<file path="src/rtl/prio_min_select_if.sv">
// Handshake bundle between the subtract stage, the min-select block and its consumer.
// The block is the slave: it takes differences in and hands frame results out.
interface prio_min_select_if #(
   parameter int WIDTH = 64,
   parameter int N     = 8
);
   localparam int IDXW = $clog2(N);

   logic             in_valid;
   logic             in_ready;
   logic [WIDTH-1:0] in_data;
   logic             out_valid;
   logic             out_ready;
   logic [WIDTH-1:0] out_min;
   logic [IDXW-1:0]  out_idx;
   logic [IDXW:0]    out_neg_cnt;

   modport master (
      output in_valid,
      input  in_ready,
      output in_data,
      input  out_valid,
      output out_ready,
      input  out_min,
      input  out_idx,
      input  out_neg_cnt
   );

   modport slave (
      input  in_valid,
      output in_ready,
      input  in_data,
      output out_valid,
      input  out_ready,
      output out_min,
      output out_idx,
      output out_neg_cnt
   );
endinterface

</file>
<file path="src/rtl/prio_min_select.sv">
// Frame-wise signed minimum finder: over N accepted differences it tracks the smallest
// value, its arrival position and the count of negative entries, then holds the result.
module prio_min_select #(
   parameter int WIDTH = 64,
   parameter int N     = 8
) (
   input logic            clk,
   input logic            rst_n,
   prio_min_select_if.slave bus
);
   localparam int IDXW = $clog2(N);
   localparam int NEGW = IDXW + 1;
   localparam logic [IDXW-1:0] LAST = IDXW'(N - 1);

   typedef enum logic {
      ACCUM,
      DONE
   } state_t;

   state_t           state_q, state_d;
   logic [IDXW-1:0]  cnt_q, cnt_d;
   logic [WIDTH-1:0] min_q, min_d;
   logic [IDXW-1:0]  idx_q, idx_d;
   logic [NEGW-1:0]  neg_q, neg_d;
   logic             in_ready_c;
   logic             out_valid_c;
   logic             is_neg;
   logic             is_smaller;

   always_ff @(posedge clk or negedge rst_n) begin
      if (!rst_n) begin
         state_q <= ACCUM;
         cnt_q   <= '0;
         min_q   <= '0;
         idx_q   <= '0;
         neg_q   <= '0;
      end else begin
         state_q <= state_d;
         cnt_q   <= cnt_d;
         min_q   <= min_d;
         idx_q   <= idx_d;
         neg_q   <= neg_d;
      end
   end

   // Strict less-than keeps the earliest index on ties; the sign bit alone marks a negative.
   assign is_neg     = bus.in_data[WIDTH-1];
   assign is_smaller = $signed(bus.in_data) < $signed(min_q);

   always_comb begin
      state_d     = state_q;
      cnt_d       = cnt_q;
      min_d       = min_q;
      idx_d       = idx_q;
      neg_d       = neg_q;
      in_ready_c  = 1'b0;
      out_valid_c = 1'b0;
      case (state_q)
         ACCUM: begin
            in_ready_c = 1'b1;
            if (bus.in_valid) begin
               if (cnt_q == '0) begin
                  min_d = bus.in_data;
                  idx_d = '0;
                  neg_d = NEGW'(is_neg);
               end else begin
                  if (is_smaller) begin
                     min_d = bus.in_data;
                     idx_d = cnt_q;
                  end
                  neg_d = neg_q + NEGW'(is_neg);
               end
               if (cnt_q == LAST) begin
                  cnt_d   = '0;
                  state_d = DONE;
               end else begin
                  cnt_d = cnt_q + 1'b1;
               end
            end
         end
         DONE: begin
            out_valid_c = 1'b1;
            if (bus.out_ready) begin
               state_d = ACCUM;
            end
         end
         default: begin
            state_d = ACCUM;
         end
      endcase
   end

   assign bus.in_ready    = in_ready_c;
   assign bus.out_valid   = out_valid_c;
   assign bus.out_min     = min_q;
   assign bus.out_idx     = idx_q;
   assign bus.out_neg_cnt = neg_q;
endmodule

</file>
<file path="src/flat_wrapper.sv">
// flat-port wrapper written by rule: the top's interface ports become plain ports
module prio_min_select_flat 
#(
   parameter int WIDTH = 64,
   parameter int N     = 8
)
  (clk, rst_n, bus_in_valid, bus_in_ready, bus_in_data, bus_out_valid, bus_out_ready, bus_out_min, bus_out_idx, bus_out_neg_cnt);
  prio_min_select_if #(.WIDTH(WIDTH), .N(N)) bus_i ();
  input logic clk;
  input logic rst_n;
  input wire logic [$bits(bus_i.in_valid)-1:0] bus_in_valid;
  output wire logic [$bits(bus_i.in_ready)-1:0] bus_in_ready;
  input wire logic [$bits(bus_i.in_data)-1:0] bus_in_data;
  output wire logic [$bits(bus_i.out_valid)-1:0] bus_out_valid;
  input wire logic [$bits(bus_i.out_ready)-1:0] bus_out_ready;
  output wire logic [$bits(bus_i.out_min)-1:0] bus_out_min;
  output wire logic [$bits(bus_i.out_idx)-1:0] bus_out_idx;
  output wire logic [$bits(bus_i.out_neg_cnt)-1:0] bus_out_neg_cnt;
  assign bus_i.in_valid = bus_in_valid;
  assign bus_in_ready = bus_i.in_ready;
  assign bus_i.in_data = bus_in_data;
  assign bus_out_valid = bus_i.out_valid;
  assign bus_i.out_ready = bus_out_ready;
  assign bus_out_min = bus_i.out_min;
  assign bus_out_idx = bus_i.out_idx;
  assign bus_out_neg_cnt = bus_i.out_neg_cnt;
  prio_min_select #(.WIDTH(WIDTH), .N(N)) u_core (.clk(clk), .rst_n(rst_n), .bus(bus_i));
endmodule
</file>
<file path="config.mk">
export PLATFORM = sky130hd
export DESIGN_NAME = prio_min_select_flat
export DESIGN_NICKNAME = d
export VERILOG_FILES = /design/src/rtl/prio_min_select_if.sv /design/src/rtl/prio_min_select.sv /design/src/flat_wrapper.sv
export SDC_FILE = /design/constraint.sdc
export NUM_CORES = 1
export LEC_CHECK = 0
export CAP_MARGIN = 10
export CORE_MARGIN = 4
export CORE_UTILIZATION = 45
export DETAILED_ROUTE_END_ITERATION = 8
export MAX_ROUTING_LAYER = met4
export PLACE_DENSITY_LB_ADDON = 0.2
export SYNTH_ARGS = -nofsm -noshare
export SYNTH_HDL_FRONTEND = slang
export SYNTH_SLANG_ARGS = --single-unit
</file>
<file path="constraint.sdc">
create_clock -name clk -period 4.4 [get_ports clk]
set_clock_uncertainty 0.2 [all_clocks]
set_input_delay 0.88 -clock clk [delete_from_list [all_inputs] [get_ports clk]]
set_output_delay 0.88 -clock clk [all_outputs]
set_load 0.02 [all_outputs]
</file>
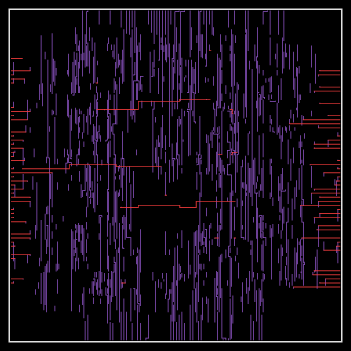
(routed metal, one color a layer)
Drawn at 3 px/um. Two of the layers only.
color	layer	wire length
red	M3	517 um
purple	M2	5240 um
Total GRT Usage: 18.6%
vias: 3621
routed len/inst: 15.1 um

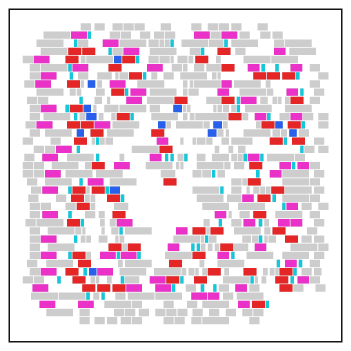
(logic cells by family)
Drawn at 3 px/um.
color	family	cells	most used
red	fa/ha/maj cells	68	ha_1
cyan	inv cells	72	inv_1
blue	non-inverting ao/oa cells	13	a21o_1
magenta	mux cells	67	mux2_4
Commonest Layout Cell: clkdlybuf4s50_1
combinational share of cell area: 38.8%
Finished Layout Cells: 709

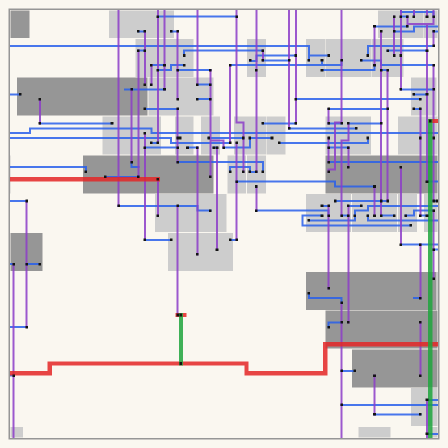
(a small window of the routed layout)
Region (40, 40) to (70, 70) um. Cells in gray, sequential cells in the stronger gray; small squares are vias.
color	layer
red	M3
green	M4
purple	M2
blue	M1
netlist names of flops here include	`u_core.bus.out_idx` (3), `u_core.cnt_q` (2)
most frequent	dfrtp_1 (6), inv_1 (4)
cells with their middle in the window	28
sequential cells in the window	6

==> out/qor.txt <==
CTS max path bufs - 2
Simple-gate share of the synthesized area - 6.56%
# setup viols final - 0
Clock buffer cells - 11
Routed met2 length - 5240 um
Chip footprint - 12200 sq um
Hold Crit Start - u_core.bus.out_idx[2]$_DFFE_PN0P_
Met1 Use GR - 22.8%
Min Clock Period, post-route - 3.96 ns
Comb gate area - 2500 sq um
Commonest cells in the synthesized netlist - dfrtp_1 (75), inv_1 (72), ha_1 (68)
Mux share - 19.0%
Remaining antenna violation count - 0
Final Wtd Congestion - 0.798
Detailed Route Iter0 Violations - 104
Hold Buf Count CTS - 0
Port bufs - 140
Top cells, area - dfrtp_1 (40%), ha_1 (18%), mux2_4 (12%)
Xor and xnor fraction of the mapped netlist area - 0%
Post-synthesis instance area - 4710 sq um
Worst vdd ir - 0.000349 V
Root Buffer - clkbuf_8
CTS H-tree lvls - 3
Nonclk buf count - 143
Tap Cells - 136
Final Hold Viols - 0
Die width - 110 um
Seq cells - 75
Met3 GRT Util - 3.26%
WP data arrival - 3.99 ns
Critical Path Start - bus_in_data[45]
Slew HR - 36.1%
DRT Pass-1 Iters - 4
Post-Syn Nets - 559
Sequential Area - 1880 sq um
Clk tree area frac - 3.01%
Status - finished, final reports clean
Dominant kind of combinational cell - multiplexers
Place WS - 0.00284 ns
Inverter count - 72
DRC - 0
Num rows - 37
Vias/cell - 5.11
Initial antenna violation count - 0
Routed length on met3 - 517 um
Top Layout Cells - clkdlybuf4s50_1 (139), dfrtp_1 (75), inv_1 (72)
Synth Instances - 423
Delay-heaviest family, CP - AND-OR/OR-AND gates
==> state kept, by name (all words and copies together), names as in the netlist <==
| name | count |
|---|---|
| u_core.state_q | 1 |
| u_core.bus.out_neg_cnt | 4 |
| u_core.bus.out_min | 64 |
| u_core.bus.out_idx | 3 |
| u_core.cnt_q | 3 |
==> power by group <==
| group | switching [uW] | internal, uW |
|---|---|---|
| logic | 1410 | 1590 |
| registers | 289 | 1050 |
| clock network | 257 | 275 |
==> per-stage QoR <==
| step | hold WS, ns | power, uW |
|---|---|---|
| 3_5_place_dp | 0.294 | 4370 |
| 4_1_cts | 0.316 | 4930 |
| 3_3_place_gp | 0.298 | 4280 |
| 6_report | 0.316 | 4870 |
| 2_1_floorplan | 0.321 | 3260 |
| 5_1_grt | 0.339 | 5250 |
Power figures rest on the tool's default switching activity, not on a simulated workload.
